[src/rtl/store_unit.sv]
// Store path: aligns register data into byte lanes and writes it to data memory over req/ack.
// Define STORE_MISALIGN_TRAP_EN to reject misaligned half/word stores with st_err.
module store_unit #(
  parameter int ADDR_W   = 32,
  parameter int WAIT_MAX = 255
) (
  input  logic              clk,
  input  logic              rst_n,
  input  logic              st_valid,
  output logic              st_ready,
  input  logic [1:0]        st_size,
  input  logic [ADDR_W-1:0] st_addr,
  input  logic [31:0]       st_data,
  output logic              stall,
  output logic              mem_req,
  output logic [ADDR_W-1:0] mem_addr,
  output logic [31:0]       mem_wdata,
  output logic [3:0]        mem_be,
  input  logic              mem_ack,
  output logic              st_done,
  output logic              st_err
);

  localparam int CW = (WAIT_MAX > 1) ? $clog2(WAIT_MAX + 1) : 1;
  localparam logic [CW-1:0] LAST =
    CW'((WAIT_MAX > 0) ? WAIT_MAX - 1 : 0);

  typedef enum logic {IDLE, BUSY} state_t;

  state_t      state, nstate;
  logic [CW-1:0] cnt;
  logic [3:0]  be_n;
  logic [31:0] wd_n;
  logic        mis, bad, acc, ld, tmo;
  logic        done_n, err_n;

  always_comb begin
    be_n = 4'b0000;
    wd_n = 32'h0;
    unique case (st_size)
      2'b00: begin
        be_n = 4'b0001 << st_addr[1:0];
        wd_n = {4{st_data[7:0]}};
      end
      2'b01: begin
        be_n = st_addr[1] ? 4'b1100 : 4'b0011;
        wd_n = {2{st_data[15:0]}};
      end
      2'b10: begin
        be_n = 4'b1111;
        wd_n = st_data;
      end
      default: begin
        be_n = 4'b0000;
        wd_n = 32'h0;
      end
    endcase
  end

`ifdef STORE_MISALIGN_TRAP_EN
  assign mis = ((st_size == 2'b01) & st_addr[0])
             | ((st_size == 2'b10) & (st_addr[1:0] != 2'b00));
`else
  assign mis = 1'b0;
`endif

  assign bad = (st_size == 2'b11) | mis;
  assign tmo = (WAIT_MAX > 0) && (state == BUSY)
             && !mem_ack && (cnt == LAST);

  // A rejected request arriving with an ack waits one cycle so that
  // its st_err never lands on the same cycle as the st_done.
  always_comb begin
    st_ready = 1'b1;
    mem_req  = 1'b0;
    if (state == BUSY) begin
      st_ready = mem_ack & ~(st_valid & bad);
      mem_req  = 1'b1;
    end
    stall = st_valid & ~st_ready;
    acc   = st_valid & st_ready;
  end

  always_comb begin
    nstate = state;
    ld     = 1'b0;
    done_n = 1'b0;
    err_n  = 1'b0;
    if (state == BUSY) begin
      if (mem_ack) begin
        done_n = 1'b1;
        nstate = IDLE;
      end else if (tmo) begin
        err_n  = 1'b1;
        nstate = IDLE;
      end
    end
    if (acc) begin
      if (bad) begin
        err_n = 1'b1;
      end else begin
        ld     = 1'b1;
        nstate = BUSY;
      end
    end
  end

  always_ff @(posedge clk or negedge rst_n) begin
    if (!rst_n) begin
      state     <= IDLE;
      cnt       <= '0;
      mem_addr  <= '0;
      mem_wdata <= '0;
      mem_be    <= '0;
      st_done   <= 1'b0;
      st_err    <= 1'b0;
    end else begin
      state   <= nstate;
      st_done <= done_n;
      st_err  <= err_n;
      if (ld) begin
        cnt       <= '0;
        mem_addr  <= {st_addr[ADDR_W-1:2], 2'b00};
        mem_wdata <= wd_n;
        mem_be    <= be_n;
      end else if (state == BUSY && !mem_ack) begin
        cnt <= cnt + CW'(1);
      end
    end
  end

endmodule

[config.mk]
export PLATFORM = sky130hd
export DESIGN_NAME = store_unit
export DESIGN_NICKNAME = d
export VERILOG_FILES = /design/src/rtl/store_unit.sv
export SDC_FILE = /design/constraint.sdc
export NUM_CORES = 1
export LEC_CHECK = 0
export CAP_MARGIN = 20
export CORE_MARGIN = 3
export CORE_UTILIZATION = 30
export CTS_CLUSTER_SIZE = 28
export DETAILED_ROUTE_END_ITERATION = 10
export DONT_BUFFER_PORTS = 1
export SLEW_MARGIN = 20
export SYNTH_ARGS = -nofsm -noshare
export SYNTH_HDL_FRONTEND = slang
export SYNTH_SLANG_ARGS = --single-unit
[constraint.sdc]
create_clock -name clk -period 3.5 [get_ports clk]
set_input_delay 0.7 -clock clk [delete_from_list [all_inputs] [get_ports clk]]
set_output_delay 0.7 -clock clk [all_outputs]
set_load 0.05 [all_outputs]
Figure 1. Drive-strength map (run 1).
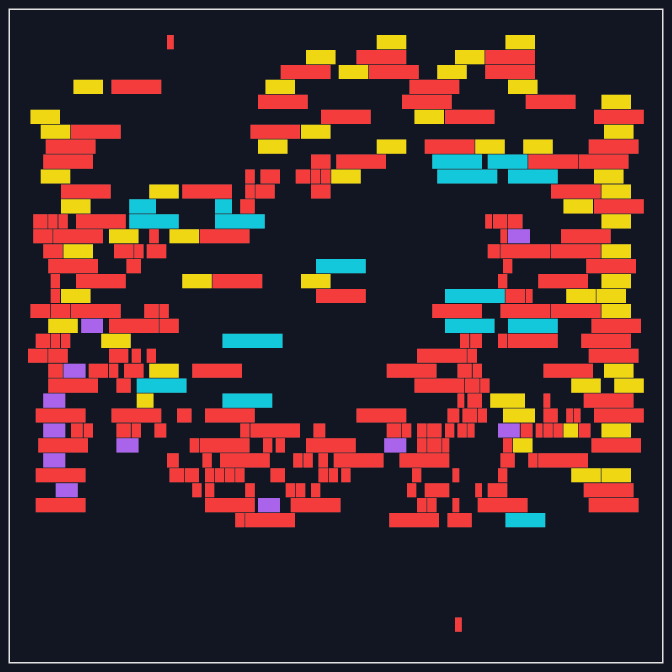
Key: drive 3 to 4 = yellow [cells 52]; drive 1 or less = red [cells 207]; drive 2 = purple [cells 11]; drive 6 and up = cyan [cells 16]
Non-clk bufs: 2
Area Overhead vs Synth: 10.5%

Figure 2. Logic cells by family (run 1).
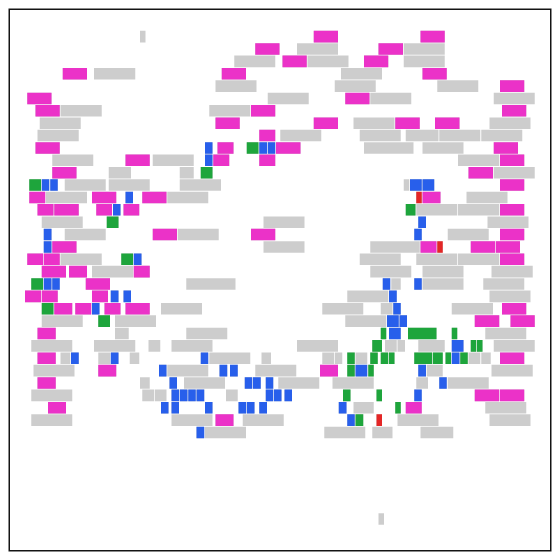
Key: NAND gates = green [cells 29]; inverters = red [cells 3]; multiplexers = magenta [cells 75]; inverting AOI/OAI gates = blue [cells 59]

Figure 3. Wiring by layer (run 1).
Two of the layers only.
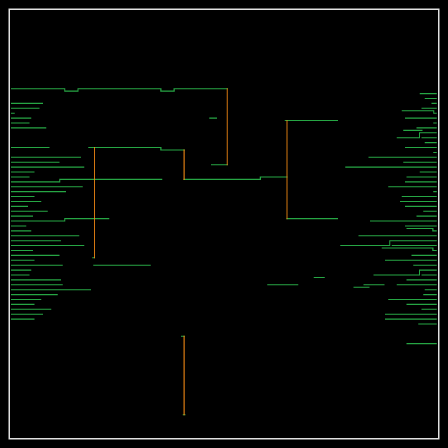
Key: met4 = orange [wire length 109 microns]; met3 = green [wire length 1100 microns]

==> ci_impl_report.md, run 1 <==
## Implementation flow summary

| Metric | Value |
|---|---|
| I/O Pins | 143 |
| Vias in the first global route | 2438 |
| Distinct lib cells used | 36 |
| Drt first-iter violations | 114 |
| Tool Warnings | 27 |
| Fin. max-slew vios | 0 |
| Adder-cell share of the synthesized area | 0.656% |
| Root Driver | clkbuf_16 |
| Synth Instances | 287 |
| Std-Cell Rows | 40 |
| Global-route wire length before repair | 14.0 mm |
| Seq pwr share | 54.4% |
| CTS Hold Buffers Added | 0 |
| Max VDD drop | 0.000376 V |
| CP Launch Point | state |
| Initial Utilization | 31.2% |
| Gr usage total | 12.6% |
| Pre-CTS setup slack | 1.20 ns |
| Worst path max stage delay | 0.77 ns |
| Setup slack, reg-to-reg | 1.22 ns |
| Area leader share | 50.5% |
| TNS Setup | 0 ns |
| # nets final | 354 |
| Final Skew | 0.00354 ns |
| Stages on worst setup path | 1 |
| Buf/Inv on CP | 0 |
| Logic area | 1690 sq um |
| DR vias/cell | 4.91 |
| Internal | 0.00195 W |
| Avg WL per Cell | 19.0 microns |
| Status | finished clean |
| Total core area | 12200 sq um |
| Setup-failing EPs final | 0 |
| Slowest stage cell, crit path | dfrtp_1 |
| Final Cycle Share | 66.0% |
| Yosys xor share | 0% |
| Yosys warnings | 0 |
| Crit start category | flip-flop |
| CP Data Arrival Time | 1.61 ns |
| CTS-repair resized insts | 0 |
| Drt total wl | 8.61 mm |
| Seq cells post-synth | 77 |
-- run 1: metrics by stage --
step | std cells | instance area, sq um
after global routing | 454 | 4210
after global placement | 439 | 3870
final | 454 | 4210
after floorplan | 288 | 3820
after CTS | 454 | 4210
after detailed placement | 439 | 3870
-- run 1: layer usage --
metal / vias to the layer above / share of wire, % / global-route usage (%)
li1: 1009 / - / -
met4: 0 / 1.3 / 3.55
met1: 1090 / 38 / 14.2
met3: 11 / 13 / 7.27
met2: 118 / 48 / 20.4
met5: - / 0 / 0
-- run 1: power by group through the flow --
stage,sequential (W),combinational (W),clock [W]
finish,0.00165,0.000319,0.00107
global route,0.00168,0.000353,0.00114
CTS,0.00166,0.000324,0.00110
detailed placement,0.00168,0.000322,0
global placement,0.00167,0.000314,0
floorplan,0.00163,0.000318,0
-- run 1: layout make-up --
type / instances / share of cell area, %
flip-flops and latches: 77 / 45.7
multi-input cells: 189 / 40.1
clock buffers: 10 / 5.67
well taps: 168 / 4.99
clock inverters: 5 / 2.55
repair buffers: 2 / 0.653
inverters: 3 / 0.267
-- run 1: synth_stat cells, drive strengths merged --
cell type / instances
nand2: 9
dfrtp: 77
nor2: 2
nor3: 2
o31ai: 2
nand3b: 9
clkbuf: 4
conb: 1
or3: 1
and2b: 6
o211ai: 1
a21oi: 16
mux2i: 18
nor3b: 1
o21ai: 37
ha: 2
nand3: 8
nor2b: 4
nand4: 1
buf: 15
and2: 1
or4: 3
mux2: 57
nand2b: 2
o21bai: 3
a21o: 1
inv: 3
a21bo: 1
-- run 1: state kept, by name, indices dropped and copies added (netlist names) --
signal and flops:
mem_wdata 32, mem_addr 30, cnt 8, mem_be 4
st_done 1, st_err 1, state 1
==> inputs of run 2 (changes only) <==
==> constraint.sdc (replaced) <==
create_clock -name clk -period 2 [get_ports clk]
set_input_delay 0.4 -clock clk [delete_from_list [all_inputs] [get_ports clk]]
set_output_delay 0.4 -clock clk [all_outputs]
set_load 0.05 [all_outputs]
Figure 4. Track usage over the die (run 2).
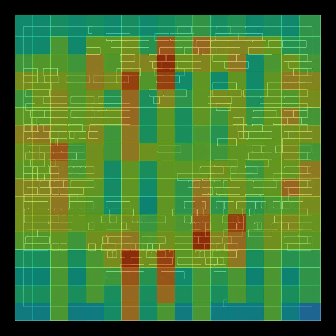
Most Used Layer, Global Route: met2
grt met3 use: 6.08%
Avg WL per Cell: 19.3 microns

==> run 2 against run 1 <==
Effect of this change:
- synthesized area stayed put
- via count up 0.58%
- non-clock buffer count grew 4
- clock skew grew 0.0017 ns
- the flow now finishes with violations (negative hold slack)
- routed wire length is 2.8% higher
- final area up 0.12%
- first-iteration DRC count shrank 46%
- clock power is 53% higher
- combinational power grew 84%
- core utilization about the same
- highest routed layer unchanged
==> ci_impl_report.md, run 2 <==
## Implementation flow summary

| Metric | Value |
|---|---|
| Seq cells post-synth | 77 (unchanged) |
| Commonest flop | dfrtp_1 (unchanged) |
| Final hold slack | -0.236 ns (was 0.0675 ns) |
| DR vias/cell | 4.88 (was 4.91) |
| Global-route wire length before repair | 13.9 mm (was 14.0 mm) |
| I/O Pins | 143 (unchanged) |
| Total core area | 12200 sq um (unchanged) |
| Async SR Flop Fraction | 100% (unchanged) |
| Most common cell in the netlist | dfrtp_1 (unchanged) |
| Synth top cells by count | 77 x dfrtp_1, 47 x mux2_4, 37 x o21ai_0 (unchanged) |
| Final Non-Filler Cells | 459 (was 454) |
| Distinct lib cells used | 36 (unchanged) |
| Largest reg by FF count | mem_wdata (unchanged) |
| Area leader share | 50.5% (unchanged) |
| Setup-failing EPs final | 0 (unchanged) |
| Final Skew | 0.00529 ns (was 0.00354 ns) |
| Synth Instances | 287 (unchanged) |
| Final Total Pwr | 0.00511 W (was 0.00304 W) |
| M2 GR Usage | 20.0% (was 20.4%) |
| Vias in the first global route | 2416 (was 2438) |
| Final Hold Viols | 77 (was 0) |
| Initial Utilization | 31.2% (unchanged) |
| DP HPWL | 6.35 mm (was 6.23 mm) |
| Status | finished with violations (was finished clean) |
| Final Cycle Share | 87.3% |
| Failing checks | negative hold slack |
| Max FFs per register | 32 (unchanged) |
| Root Driver | clkbuf_16 (unchanged) |
| Std-Cell Rows | 40 (unchanged) |
| Slowest stage cell, crit path | dfrtp_1 (unchanged) |
| CP Data Arrival Time | 1.95 ns (was 1.61 ns) |
| Yosys warnings | 0 (unchanged) |
| Cells after DPL | 443 (was 439) |
| WP data required | 2.21 ns (was 2.80 ns) |
| Gr usage total | 12.6% (about the same) |
| TNS Setup | 0 ns (unchanged) |
| Area Overhead vs Synth | 10.6% (was 10.5%) |
| Crit start category | flip-flop (unchanged) |
| Fin. max-slew vios | 0 (unchanged) |
| CTS-repair resized insts | 0 (unchanged) |
| Max VDD drop | 0.000454 V (was 0.000376 V) |
| Post-synth EDFFs | 0 (unchanged) |
| Drt total wl | 8.85 mm (was 8.61 mm) |
| RSZ-0062 raised after global routing | false (unchanged) |
| Met1 GRT Util | 15.0% (was 14.2%) |
| Worst path max stage delay | 0.47 ns (was 0.77 ns) |
| Biggest registers after layout | mem_wdata x32, mem_addr x30, cnt x8 (unchanged) |
| # nets final | 358 (was 354) |
Figure 5. Sequential cells grouped by signal name (run 2).
The bar under the picture is 20 microns long. Other sequential cells in the stronger gray, the rest of the logic in the fainter gray.
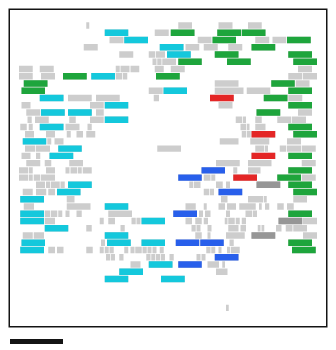
Key: `mem_wdata` = cyan [sequential cells 32]; `mem_be` = red [sequential cells 4, where middle right]; `mem_addr` = green [sequential cells 30]; `cnt` = blue [sequential cells 8]
Another 3 sequential cells are not colored.

## run 2: cell counts after synthesis
Identical to the previous run, type by type.
## run 2: cell families (layout without fill, tap and decap cells)
group	Yosys count	count (layout)	synth area share (%)
flops	77	77	50.5
mux	75	75	26.2
compound gates	61	61	8.76
simple gates	49	49	8.53
buf+inv	22	25	5.22
fa+ha+maj	2	2	0.656
other cells	1	2	0.0984
## run 2: routing by layer
layer	wire length, microns	vias to the layer above
li1	-	1023
met2	4210	111
met3	930	10
met5	0	-
met1	3560	1097
met4	150	0
## run 2: final timing paths
path                               from             to  slack (ns)  depth (start not counted)
worst max-delay path              state  mem_wdata[10]        0.25                          4
worst min-delay path              rst_n   mem_addr[29]       -0.24                          0
worst max register to register    state  mem_wdata[10]        0.25                          4
worst min register to register   cnt[2]         cnt[2]        0.55                          1
max in group asynchronous         rst_n  mem_wdata[29]        2.09                          0
min in group clk                mem_ack        st_done        0.20                          1
## run 2: through the flow
step	worst slack (ns)	instance area, sq um
6_report	0.254	4220
5_1_grt	0.153	4220
4_1_cts	0.255	4220
3_5_place_dp	0.270	3910
3_3_place_gp	0.318	3910
2_1_floorplan	0.00167	3820
## run 2: power by group
group          switching (W)  internal, W  total (W)
combinational       0.000215     0.000373   0.000588
clock               0.000638      0.00101    0.00164
sequential           0.00109      0.00180    0.00288
## run 2: worst max-delay path, delay by kind of cell (launching register included)
family                 cells  cell delay [ns]
and+or+nand+nor            2             0.55
DFF                        1             0.47
muxes                      1             0.32
buffers and inverters      1             0.25
## run 2: final cells by class
class,instances,area (sq um)
fillers,1205,7990
flip-flops and latches,77,1930
multi-input cells,189,1690
clock buffers,10,239
well taps,168,210
clock inverters,6,70.1
repair buffers,6,70.1
inverters,3,11.3
Power and IR drop assume default switching activity.
